**src/rtl/seqdetect_pkg.sv**
```systemverilog
// Shared types and constants for the "00111100" detector and its scan controller.
package seqdetect_pkg;

  typedef enum logic [2:0] {
    StIdle,
    StClear,
    StWaitWord,
    StShift,
    StDrain,
    StDone
  } scan_state_t;

  localparam logic [7:0]  SEQ_PATTERN = 8'b00111100;
  localparam int unsigned SEQ_LEN     = 8;

endpackage

```
**src/rtl/seqdetect_ser.sv**
```systemverilog
// MSB-first word serializer: shift register plus per-word bit counter.
module seqdetect_ser #(
  parameter int unsigned WORD_W = 8
) (
  input  logic              clk_i,
  input  logic              rst_i,
  input  logic              load_i,
  input  logic              shift_i,
  input  logic [WORD_W-1:0] word_i,
  output logic              msb_next_o,
  output logic              last_bit_o
);

  localparam int unsigned BitCntW = (WORD_W > 1) ? $clog2(WORD_W) : 1;

  logic [WORD_W-1:0]  sr_q, sr_d;
  logic [BitCntW-1:0] cnt_q, cnt_d;

  always_comb begin
    sr_d  = sr_q;
    cnt_d = cnt_q;
    if (load_i) begin
      sr_d  = word_i;
      cnt_d = '0;
    end else if (shift_i) begin
      sr_d  = sr_q << 1;
      cnt_d = cnt_q + 1'b1;
    end
  end

  // Next MSB lets the parent register det_din in step with the shift.
  assign msb_next_o = sr_d[WORD_W-1];
  assign last_bit_o = (cnt_q == BitCntW'(WORD_W - 1));

  always_ff @(posedge clk_i) begin
    if (rst_i) begin
      sr_q  <= '0;
      cnt_q <= '0;
    end else begin
      sr_q  <= sr_d;
      cnt_q <= cnt_d;
    end
  end

endmodule

```
**src/rtl/seqdetect_scan.sv**
```systemverilog
// Scan controller: serializes a block of words into the seqdetect detector,
// counts rising edges of its flag and records the position of the first hit.
module seqdetect_scan
  import seqdetect_pkg::*;
#(
  parameter int unsigned WORD_W = 8,
  parameter int unsigned LEN_W  = 8,
  parameter int unsigned CNT_W  = 8,
  localparam int unsigned POS_W = LEN_W + $clog2(WORD_W)
) (
  input  logic              clk,
  input  logic              rst,
  input  logic              start,
  input  logic [LEN_W-1:0]  num_words,
  input  logic [WORD_W-1:0] word_data,
  input  logic              word_valid,
  output logic              word_ready,
  output logic              det_din,
  output logic              det_rst,
  input  logic              det_flag,
  output logic              busy,
  output logic              done,
  output logic [CNT_W-1:0]  hit_count,
  output logic [POS_W-1:0]  first_hit_pos,
  output logic              hit_any,
  output logic              err_underrun
);

  scan_state_t       state_q, state_d;
  logic [LEN_W-1:0]  words_left_q, words_left_d;
  logic [POS_W-1:0]  bit_idx_q, bit_idx_d;
  logic [CNT_W-1:0]  hit_count_q, hit_count_d;
  logic [POS_W-1:0]  first_hit_pos_q, first_hit_pos_d;
  logic              hit_any_q, hit_any_d;
  logic              err_underrun_q, err_underrun_d;
  logic              flag_q, flag_d;
  logic              det_din_q, det_din_d;
  logic              det_rst_q, det_rst_d;
  logic              load, shift, msb_next, last_bit, hit;

  seqdetect_ser #(
    .WORD_W(WORD_W)
  ) u_ser (
    .clk_i      (clk),
    .rst_i      (rst),
    .load_i     (load),
    .shift_i    (shift),
    .word_i     (word_data),
    .msb_next_o (msb_next),
    .last_bit_o (last_bit)
  );

  // The detector holds its flag for two cycles; only the rising edge is a hit.
  assign hit = det_flag & ~flag_q & ((state_q == StShift) | (state_q == StDrain));

  always_comb begin
    state_d         = state_q;
    words_left_d    = words_left_q;
    bit_idx_d       = bit_idx_q;
    hit_count_d     = hit_count_q;
    first_hit_pos_d = first_hit_pos_q;
    hit_any_d       = hit_any_q;
    err_underrun_d  = err_underrun_q;
    flag_d          = det_flag & ~det_rst_q;
    load            = 1'b0;
    word_ready      = 1'b0;

    unique case (state_q)
      StIdle: begin
        if (start) begin
          words_left_d = num_words;
          state_d      = StClear;
        end
      end
      StClear: begin
        hit_count_d     = '0;
        first_hit_pos_d = '0;
        hit_any_d       = 1'b0;
        err_underrun_d  = 1'b0;
        bit_idx_d       = '0;
        state_d         = (words_left_q == '0) ? StDone : StWaitWord;
      end
      StWaitWord: begin
        word_ready = 1'b1;
        if (word_valid) begin
          load         = 1'b1;
          words_left_d = words_left_q - 1'b1;
          state_d      = StShift;
        end
      end
      StShift: begin
        bit_idx_d = bit_idx_q + 1'b1;
        if (last_bit) begin
          word_ready = 1'b1;
          if (words_left_q == '0) begin
            state_d = StDrain;
          end else if (word_valid) begin
            load         = 1'b1;
            words_left_d = words_left_q - 1'b1;
          end else begin
            // Starvation ends the scan rather than stalling the bit stream.
            err_underrun_d = 1'b1;
            state_d        = StDrain;
          end
        end
      end
      StDrain: state_d = StDone;
      StDone:  state_d = StIdle;
      default: state_d = StIdle;
    endcase

    if (hit) begin
      if (hit_count_q != {CNT_W{1'b1}}) begin
        hit_count_d = hit_count_q + 1'b1;
      end
      if (!hit_any_q) begin
        hit_any_d       = 1'b1;
        first_hit_pos_d = bit_idx_q - 1'b1;
      end
    end
  end

  assign shift     = (state_q == StShift) & ~load;
  assign det_rst_d = ~((state_d == StShift) | (state_d == StDrain));
  assign det_din_d = (state_d == StShift) & msb_next;

  always_ff @(posedge clk) begin
    if (rst) begin
      state_q         <= StIdle;
      words_left_q    <= '0;
      bit_idx_q       <= '0;
      hit_count_q     <= '0;
      first_hit_pos_q <= '0;
      hit_any_q       <= 1'b0;
      err_underrun_q  <= 1'b0;
      flag_q          <= 1'b0;
      det_din_q       <= 1'b0;
      det_rst_q       <= 1'b1;
    end else begin
      state_q         <= state_d;
      words_left_q    <= words_left_d;
      bit_idx_q       <= bit_idx_d;
      hit_count_q     <= hit_count_d;
      first_hit_pos_q <= first_hit_pos_d;
      hit_any_q       <= hit_any_d;
      err_underrun_q  <= err_underrun_d;
      flag_q          <= flag_d;
      det_din_q       <= det_din_d;
      det_rst_q       <= det_rst_d;
    end
  end

  assign det_din       = det_din_q;
  assign det_rst       = det_rst_q;
  assign busy          = (state_q != StIdle);
  assign done          = (state_q == StDone);
  assign hit_count     = hit_count_q;
  assign first_hit_pos = first_hit_pos_q;
  assign hit_any       = hit_any_q;
  assign err_underrun  = err_underrun_q;

endmodule

```
**config.mk**
```make
export PLATFORM = sky130hd
export DESIGN_NAME = seqdetect_scan
export DESIGN_NICKNAME = d
export VERILOG_FILES = /design/src/rtl/seqdetect_pkg.sv /design/src/rtl/seqdetect_ser.sv /design/src/rtl/seqdetect_scan.sv
export SDC_FILE = /design/constraint.sdc
export NUM_CORES = 1
export LEC_CHECK = 0
export ABC_AREA = 1
export CORE_MARGIN = 2
export CORE_UTILIZATION = 54
export DETAILED_ROUTE_END_ITERATION = 12
export MAX_ROUTING_LAYER = met4
export PLACE_DENSITY = 0.8
export SKIP_LAST_GASP = 1
export SYNTH_ARGS = -nofsm -noshare
export SYNTH_HDL_FRONTEND = slang
export SYNTH_SLANG_ARGS = --single-unit
```
**constraint.sdc**
```tcl
create_clock -name clk -period 1.8 [get_ports clk]
set_clock_uncertainty 0.2 [all_clocks]
set_input_delay 0.36 -clock clk [delete_from_list [all_inputs] [get_ports clk]]
set_output_delay 0.36 -clock clk [all_outputs]
set_load 0.005 [all_outputs]
```
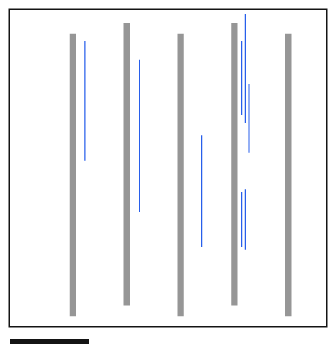
Run 1: the metal 4 layer
Bar = 20 um. Supply wires on this layer in gray.
longest straight run: 38.1 um
wire length on this layer: 187 um

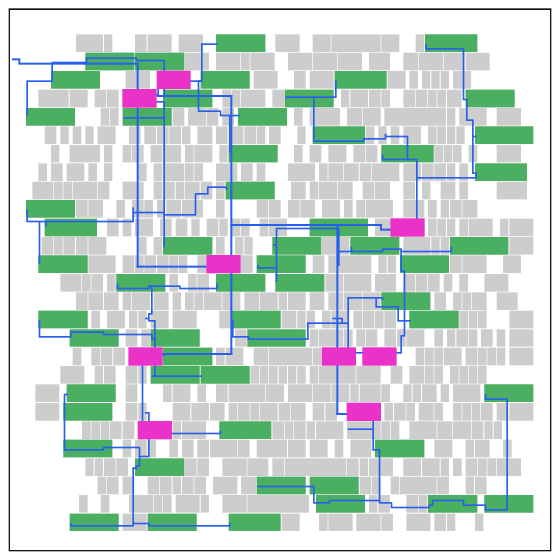
Run 1: clock distribution
[green] flip-flops | count: 57
[magenta] clock drivers | count: 9
[blue] clock wires | length: 760 um
routed clock nets: 10

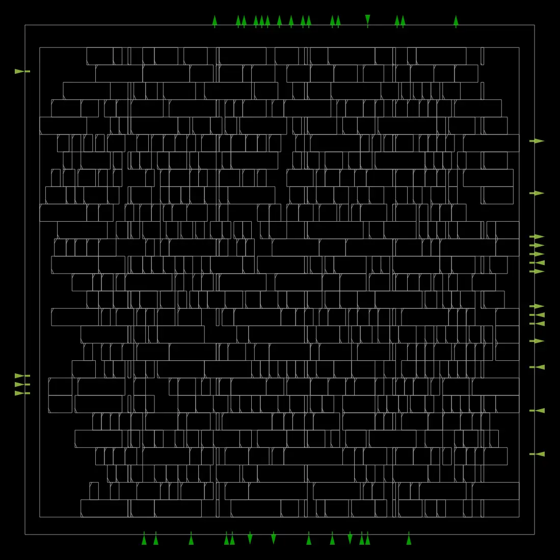
Run 1: placement view
Placement Rows: 27
well tap count: 72
fraction of area in registers: 27.3%
number of filler instances in the final layout: 403
final standard cell utilization of the core: 77.7%

==> flow_results.org, run 1 <==
#+TITLE: Flow metrics

** CTS
- Clock latency at the later pin of the worst-skew pair :: 0.34 ns
- Setup repair bufs after CTS :: 4
- Clock tree from TritonCTS :: yes
- Buffer type at the clock tree root :: clkbuf_8
- The report lists the number of cells resized after CTS as 22.
- Looking at the worst setup and hold paths, the clock pins of their registers show a slew of 0.07 ns.
- The H-tree was split into 3 levels.
- The number of clock buffers added by TritonCTS is 9.

** Logic synthesis
- Average instance area after synthesis :: 6.67 um^2
- Cell area after synthesis :: 3090 um^2
- The main area contributors are dfxtp_1, nand2_1, nand3_1.
- Synthesis-stage register bit count :: 57
- Leading area contributor after synthesis :: dfxtp_1
- Area share of and-or/or-and cells after synthesis :: 15.6%
- Adder and majority cell fraction of the synthesized area :: 2.43%
- Number of distinct standard cells referenced by the synthesized netlist :: 40
- For reference, the top logic cell family by area is simple AND/OR/NAND/NOR gates.
- Summing the areas of all and, or, nand and nor instances in the mapped netlist gives 34.1% of the synthesized area.
- Number of enable flip-flop cells :: 0
- The share of the Yosys chip area taken by registers is 36.9%.
- Async S/R FF share, synth :: 0%
- According to the Yosys statistics, the synthesized design has a chip area of 3090 um^2.
- Synthesis produced a netlist with a net count of 491.
- Top-area cell share :: 36.9%
- Per the synthesis report, the XOR/XNOR share of the synthesized area is 1.13%.

** Final layout
- Final-layout non-clock buffer area share :: 19.5%
- Multi-input combinational cells in the finished layout were counted as 336.
- Sequential cell area :: 1170 um^2
- Top Layout Cells :: nand2_1, inv_1, dfxtp_1
- The plain and repair buffers instantiated in the layout total 93.
- Leaving out buffers and inverters, the combinational logic in the layout accounts for 1800 um^2.
- Antenna cells :: 0
- Clock cells make up 4.09% of the layout cell area.
- The layout stage reports a final design area of 4280 um^2.
- Per the layout report, the design carries 56 non-clock inverters.
- Layout clock buffer count :: 14
- After the last flow step, the layout net total stands at 580.

** Route
- In the detailed route, the total length drawn on met3 is 369 um.
- Dividing the detail-routed via count by the number of cells gives 5.35.
- The detail route stage leaves a number of antenna-violating nets equal to 0.
- In the detailed route, the total length drawn on met2 is 4.40 mm.

** Setup path
- Together, buffers and inverters on the worst path number 1.
- At the worst endpoint, the required time is 1.24 ns.
- CP max-delay cell :: clkdlybuf4s50_1
- Critical register-to-register path endpoint :: hit_count[7]
- All stages included, the depth of the critical timing path comes to 1.
- For reference, the critical path is launched at hit_count[3].
- Counting cells, the worst reg-to-reg path comes to 8.
- Critical Path, Cell by Cell :: clkdlybuf4s50_1

** Job
- Max cap viols :: 0

** STA
- Timing would allow up to 557 MHz.
- Setup violators final :: 0
- Final min period :: 1.79 ns
- Setup repair after global routing could not meet its margin everywhere.

** Placement
- Setup slack on the worst path after placement came out at -0.165 ns.
- Placer congestion estimate :: 0.899
- Placed wire-length estimate :: 5.68 mm

** Global routing
- The initial antenna violation count came to 0.
- The global route stage reports its total congestion overflow as 0.
- Routing resource usage on met1 recorded by global route was 31.9%.
- Overall routing resource usage recorded by global route was 27.5%.
- Entering global routing, the biggest net connects 24 pins.
- The first global-routing pass estimated 13.5 mm of wire.

** Outcome
- Outcome :: finished clean

** Pwr
- Total internal power :: 2.92 mW
--- run 2 (diff from run 1) ---
--- a/config.mk
+++ b/config.mk
@@ -9,6 +9,7 @@
 export CORE_MARGIN = 2
 export CORE_UTILIZATION = 54
 export DETAILED_ROUTE_END_ITERATION = 12
+export GPL_TIMING_DRIVEN = 0
 export MAX_ROUTING_LAYER = met4
 export PLACE_DENSITY = 0.8
 export SKIP_LAST_GASP = 1
==> flow_results.org, run 2 <==
#+TITLE: Flow metrics

** Route
- The detailed router reports a met3 wire length of 521 um.
- Summing over every cut layer, the via total after detailed routing is 3378.
- The post-route report lists met1 wire length as 3.62 mm.
- Starting DRT DRC Count :: 266
- First drt pass iteration count :: 5
- The routed design uses 4.25 mm of met2 wire.
- Count of nets left with antenna violations after detail routing :: 0
- The script parses the final routing iteration and logs DRC violations as 0.
- Via count normalized by instance count :: 5.51

** STA
- Setup repair after global routing could not meet its margin everywhere.
- The highest clock rate this design can be run at is 557 MHz.
- Worst-case headroom to the max-slew limit :: 56.8%
- Final min period :: 1.79 ns
- Setup violators final :: 0
- Max-slew violation total from the final report :: 0
- The final timing report gives a worst setup slack of 0.00615 ns.
- Ratio of final minimum period to clock period :: 99.7%
- Total Neg Setup Slack :: 0 ns

** Die
- Well tap count :: 72
- The floorplan step defined a die boundary enclosing 6350 um^2.
- Vertical die dimension :: 79.7 um
- Total I/O pin count :: 47
- The initialized floorplan defines 27 standard-cell rows.

** Setup path
- Critical Path, Cell by Cell :: ha_4 > ha_4 > inv_2 > a21oi_2 > buf_2
- In this run the critical register-to-register path is launched from state_q[1].
- Looking at the setup timing report, the critical path kind is flop to primary output.
- The critical path crosses 5 cells after its start point.
- The worst setup path is captured at a primary output.
- Crit path DRT :: 1.24 ns
- Critical register-to-register path endpoint :: bit_idx_q[7]
- The cell that appears most often on the critical path is ha_4.
- Worst Setup SP :: u_ser.cnt_q[1]
- Critical path buffers and inverters :: 2
- In this design, the largest share of critical-path delay is due to flip-flops.
- CP max-delay cell :: dfxtp_2
- End point of the critical path :: word_ready
- The worst setup path is launched from a flop.
- Slowest Stage Delay on Critical Path :: 0.36 ns
- Counting cells, the worst reg-to-reg path comes to 10.

** Logic synthesis
- Number of synthesis warnings :: 0
- Adder and majority cell fraction of the synthesized area :: 2.43%
- In the synthesized netlist, the dominant kind of combinational cell is simple AND/OR/NAND/NOR gates.
- Async S/R FF share, synth :: 0%
- Post-synthesis share of cell area spent on and, or, nand and nor gates :: 34.1%
- Cells in synth_stat.txt :: 464
- Summed over all instances, the cell type with the most area after synthesis is dfxtp_1.
- After synthesis, the largest area contributor takes up 36.9% of total cell area.
- Number of nets at floorplan :: 491
- The synthesized netlist contains 40 unique library cells.
- For reference, compound AND-OR and OR-AND cells occupy 15.6% of the area reported after synthesis.
- Register share after synthesis :: 36.9%
- Leading cell types by count after synthesis :: nand2_1, dfxtp_1, inv_1, nand3_1, nor2_1
- In this run, synthesis inferred 0 flip-flops with an integrated enable.
- Cell area after synthesis :: 3090 um^2
- Yosys instantiated no cell more often than nand2_1.
- Average instance area after synthesis :: 6.67 um^2
- For reference, XOR and XNOR gates occupy 1.13% of the area reported after synthesis.
- The stat command in Yosys gives a chip area of 3090 um^2.
- Synthesis-stage register bit count :: 57
- Area fraction in mux cells :: 0%
- Post-synth the commonest register cell is dfxtp_1.
- By area the synthesized netlist is led by dfxtp_1, nand2_1, nand3_1.
- Instance tally after logic synthesis :: 464

** CTS
- The skew report gives the latency at the later pin of the worst-skew pair as 0.34 ns.
- After clock tree synthesis, the clock-pin slew on the worst setup and hold paths is 0.06 ns.
- Looking at the clock tree report, the H-tree level count equals 3.
- Counting the buffers created by CTS gives 9.
- TritonCTS built the clock tree.
- Post-CTS repair changed the size of 30 cells.
- Setup repair bufs after CTS :: 5
- The tree is rooted in a clkbuf_8.

** Final layout
- Final-layout non-clock buffer area share :: 16.4%
- Fraction of layout instances using a drive strength above 1 :: 22.0%
- Across the whole layout, storage elements account for 1180 um^2.
- Compared with the post-synthesis result, the final layout area differs by 35.3%.
- Final standard cell utilization of the core :: 76.0%
- Number of signal-net buffers in the layout :: 78
- Net count of the finished layout :: 564
- Per the final report, the share of cell area in clock cells is 4.66%.
- The number of antenna diodes in the final layout is 0.
- Inverters, non-clock :: 56
- Area of the multi-input gates :: 1820 um^2
- Top Layout Cells :: nand2_1, inv_1, nand3_1
- Layout clock buffer count :: 12
- Multi-input combinational cells in the finished layout were counted as 335.
- The filler cells instantiated in the layout total 411.
- The layout stage reports a final design area of 4190 um^2.
- Biggest Area Class :: logic gates
- In the final layout, flip-flops and latches take up 28.3% of the cell area.
- The finished layout holds 613 standard cells, fillers aside.

** Pwr
- The largest share of the power goes to combinational cells.
- Per report_power, the Sequential row totals 1.63 mW.
- PnR Total Power :: 4.74 mW
- Internal power comes to 2.90 mW.
- Registers are responsible for 34.3% of the overall power.
- P_comb :: 1.92 mW
- The script extracted a total leakage power of 1.84 nW.

** Outcome
- Outcome :: finished clean

** Global routing
- Via count of the first global-routing pass :: 3125
- Global-route usage over all layers :: 28.3%
- The global routing report lists met3 layer usage as 4.41%.
- The first global-routing pass estimated 13.8 mm of wire.
- Routing resource usage on met2 recorded by global route was 47.3%.
- Antenna violations before repair :: 0
- GR Util met1 :: 33.3%
- The total overflow left after global routing is 0.
- Entering global routing, the biggest net connects 11 pins.

** Placement
- Placer congestion estimate :: 0.865
- As logged by OpenROAD, the buffers inserted on ports number 46.
- Per the post-place timing report, worst setup slack is -0.307 ns.
- Placed wire-length estimate :: 5.52 mm
- The post-placement cell area is 3640 um^2.

** Worst hold path
- The worst hold path terminates at flag_q.
- Depth of the worst hold-timing path :: 1

** Job
- The tool flagged a number of max-cap violations equal to 0.
- The stage logs contain a warning count of 29.
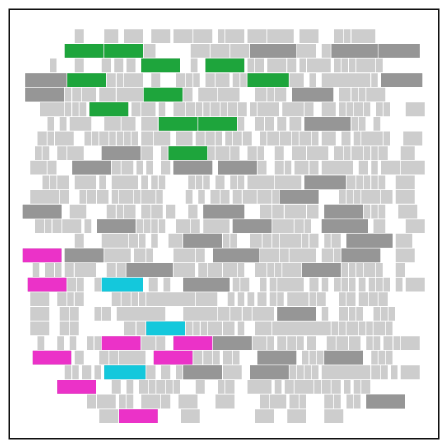
Run 2: sequential cells colored by netlist name
| color | signal | flops |
|---|---|---|
| green | first_hit_pos | 11 |
| magenta | u_ser.sr_q | 8 |
| cyan | u_ser.cnt_q | 3 |

--- run 3 (diff from run 2) ---
--- a/config.mk
+++ b/config.mk
@@ -11,8 +11,9 @@
 export DETAILED_ROUTE_END_ITERATION = 12
 export GPL_TIMING_DRIVEN = 0
 export MAX_ROUTING_LAYER = met4
-export PLACE_DENSITY = 0.8
+export PLACE_DENSITY = 0.79
 export SKIP_LAST_GASP = 1
 export SYNTH_ARGS = -nofsm -noshare
 export SYNTH_HDL_FRONTEND = slang
+export SYNTH_HIERARCHICAL = 1
 export SYNTH_SLANG_ARGS = --single-unit
==> constraint.sdc (replaced) <==
create_clock -name clk -period 2.27 [get_ports clk]
set_clock_uncertainty 0.2 [all_clocks]
set_input_delay 0.454 -clock clk [delete_from_list [all_inputs] [get_ports clk]]
set_output_delay 0.454 -clock clk [all_outputs]
set_load 0.005 [all_outputs]
==> flow_results.org, run 3 <==
#+TITLE: Flow metrics

** Placement
- Detailed placement finished with a half-perimeter wire length of 5.61 mm.
- Worst slack after detailed placement :: -0.411 ns
- Placer congestion estimate :: 0.921
- Post-detailed-placement cell area :: 3740 um^2
- The placement report lists the number of port buffers as 46.

** Logic synthesis
- When the netlist entered floorplanning its net count stood at 522.
- By area, the combinational part of the netlist is dominated by simple AND/OR/NAND/NOR gates.
- Register share after synthesis :: 35.8%
- Number of distinct standard cells referenced by the synthesized netlist :: 36
- Adder and majority cell fraction of the synthesized area :: 2.35%
- Commonest register cell after synthesis :: dfxtp_1
- Number of synthesis warnings :: 6
- Cells in synth_stat.txt :: 495
- Leading cell types by count after synthesis :: nand2_1, dfxtp_1, nor2_1, inv_1, a21oi_1
- Counting flops and latches in the post-synthesis netlist gives 57.
- Ranking of synthesized cells by area :: dfxtp_1, nand2_1, nor2_1
- Per the synthesis report, the simple-gate share of the synthesized area is 38.7%.
- In the synthesized netlist the async set-or-reset flop fraction comes to 0%.
- Multiplexer cells account for 0% of the synthesized area.
- Leading area contributor after synthesis :: dfxtp_1
- Cell area after synthesis :: 3190 um^2
- The chip area line in the Yosys stat output reads 3190 um^2.
- After Yosys synthesis, XOR and XNOR cells account for 2.20% of the synthesized area.
- Of the post-synthesis cell area, the dominant cell type holds 35.8%.
- nand2_1 is the most common cell in the netlist.
- The synthesized netlist handed to floorplanning was reported with a cell count of 495.
- For reference, compound AND-OR and OR-AND cells occupy 11.3% of the area reported after synthesis.

** Final layout
- Biggest Area Class :: logic gates
- Layout clock buffer count :: 11
- Number of filler instances in the final layout :: 488
- Layout clock area frac :: 5.41%
- The library cells used most frequently in the layout, excluding fill and tap cells, are nand2_1, nor2_1, dfxtp_1.
- Inverters, non-clock :: 58
- Fraction of layout instances using a drive strength above 1 :: 10.2%
- The final report gives the standard cell area, fillers excluded, as 4000 um^2.
- Non-clock buffers in the final layout number 62.
- Registers take 1150 um^2.

** Worst hold path
- The worst hold path terminates at flag_q.
- Along the worst hold path, the cell count comes to 1.
- Hold path startpoint :: det_rst

** CTS
- Post-CTS timing repair inserted 2 buffers for setup.
- In this run, post-CTS repair resized a total of 4 instances.
- Clock latency at the later pin of the worst-skew pair :: 0.33 ns
- Buffer depth of the longest clock path :: 2
- The number of clock buffers added by TritonCTS is 9.
- Clock-pin slew was measured on the worst setup and hold paths at 0.06 ns.
- TritonCTS built the clock tree.

** Pwr
- Per report_power, the Combinational row totals 1.83 mW.
- Total sequential power :: 1.33 mW
- The power report lists cell-internal power as 2.57 mW.
- PnR Total Power :: 4.23 mW
- Pleak :: 1.83 nW
- Sequential Power Share :: 31.5%
- In the power breakdown, the biggest contributor is combinational cells.

** Global routing
- Entering global routing, the biggest net connects 14 pins.
- Via count of the first global-routing pass :: 3023
- For met1 alone, demand over resource in global routing was 32.3%.
- Antenna violations before repair :: 0
- GR Util met2 :: 43.8%
- The first global-routing pass estimated 13.2 mm of wire.
- Global routing finished with a remaining overflow of 0.

** Job
- Max cap viols :: 0
- Tool warnings :: 29

** Route
- The final route contains 3300 vias.
- Once iteration 0 of detailed routing completed, the report listed 211 DRC markers.
- In the final routed layout, each cell accounts on average for 12.6 um.
- # DRC :: 0
- WL met1 :: 3.65 mm
- Detailed routing placed a total of 425 um of wire on met3.
- First drt pass iteration count :: 5
- Detailed routing placed a total of 3.66 mm of wire on met2.

** Setup path
- Per STA, the startpoint of the critical path is words_left_q[0].
- Critical path buffers and inverters :: 4
- Top cell by count, worst path :: nand2_1
- Critical Path, Cell by Cell :: inv_2 > ha_4 > nand2_1 > o21ai_1 > or2_2 > o21ai_2 > buf_6 > inv_4 > or2_0 > nand2_1 > inv_1 > nand2_1 > nor2_2
- Worst R2R Start :: words_left_q[0]
- Per the STA report, the cell with the highest stage delay on the worst path is dfxtp_2.
- The critical path is of the flop to flop type.
- STA lists the endpoint of the worst register-to-register path as det_din.
- STA classifies the critical path endpoint as a flop.
- Counting buffers and inverters, the worst setup path is 13 cells deep.

** STA
- Setup repair after global routing could not meet its margin everywhere.
- Timing would allow up to 459 MHz.
- Worst-case headroom to the max-slew limit :: 56.4%
- Setup slack on the critical path of the routed design comes to 0.0929 ns.
- Final min period :: 2.18 ns
- Pins over their slew limit in the final report were tallied at 0.
- Setup violators final :: 0

** Die
- The flow inserted 72 tap cells.
- The die covers 6540 um^2.
- Vertical die dimension :: 80.9 um
- Total I/O pin count :: 47

** Outcome
- The run finished with clean final reports.
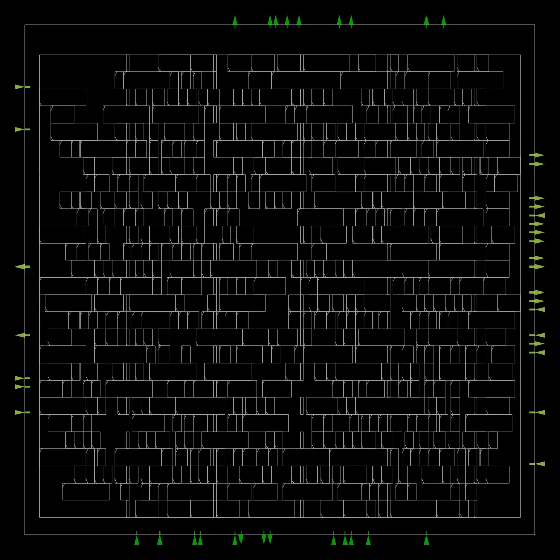
Run 3: placement view
seq_cells: 57
final instance count without filler cells: 629
final standard cell utilization of the core: 71.4%
fraction of area in registers: 28.6%


==> screenshots <==
Signal metal coverage by tile.
Bar = 20 um. The die is cut into 16 by 16 equal tiles; dark purple is low, yellow is high, scaled to the fullest tile. Values are wire area over tile area, all layers added.
Plate I
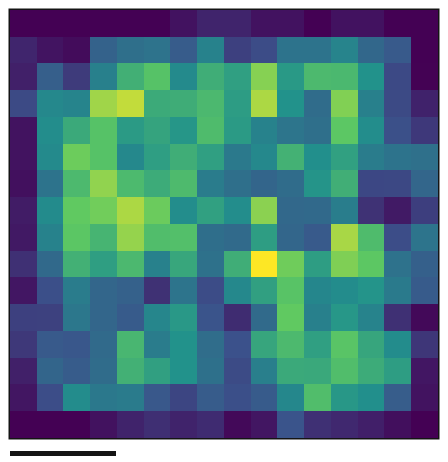
Plate II
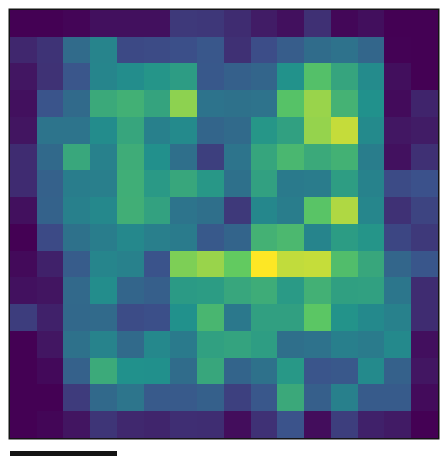
run 1: Plate II
run 3: Plate I

Key to Plate II:
densest ninth of the die: center
fullest tile: 0.62
emptiest ninth of the die: south-west
tiles over half the peak: 25%
mean over tiles: 0.22
nearly empty tiles: 6.6%

Power is estimated from default activity; no workload was simulated.
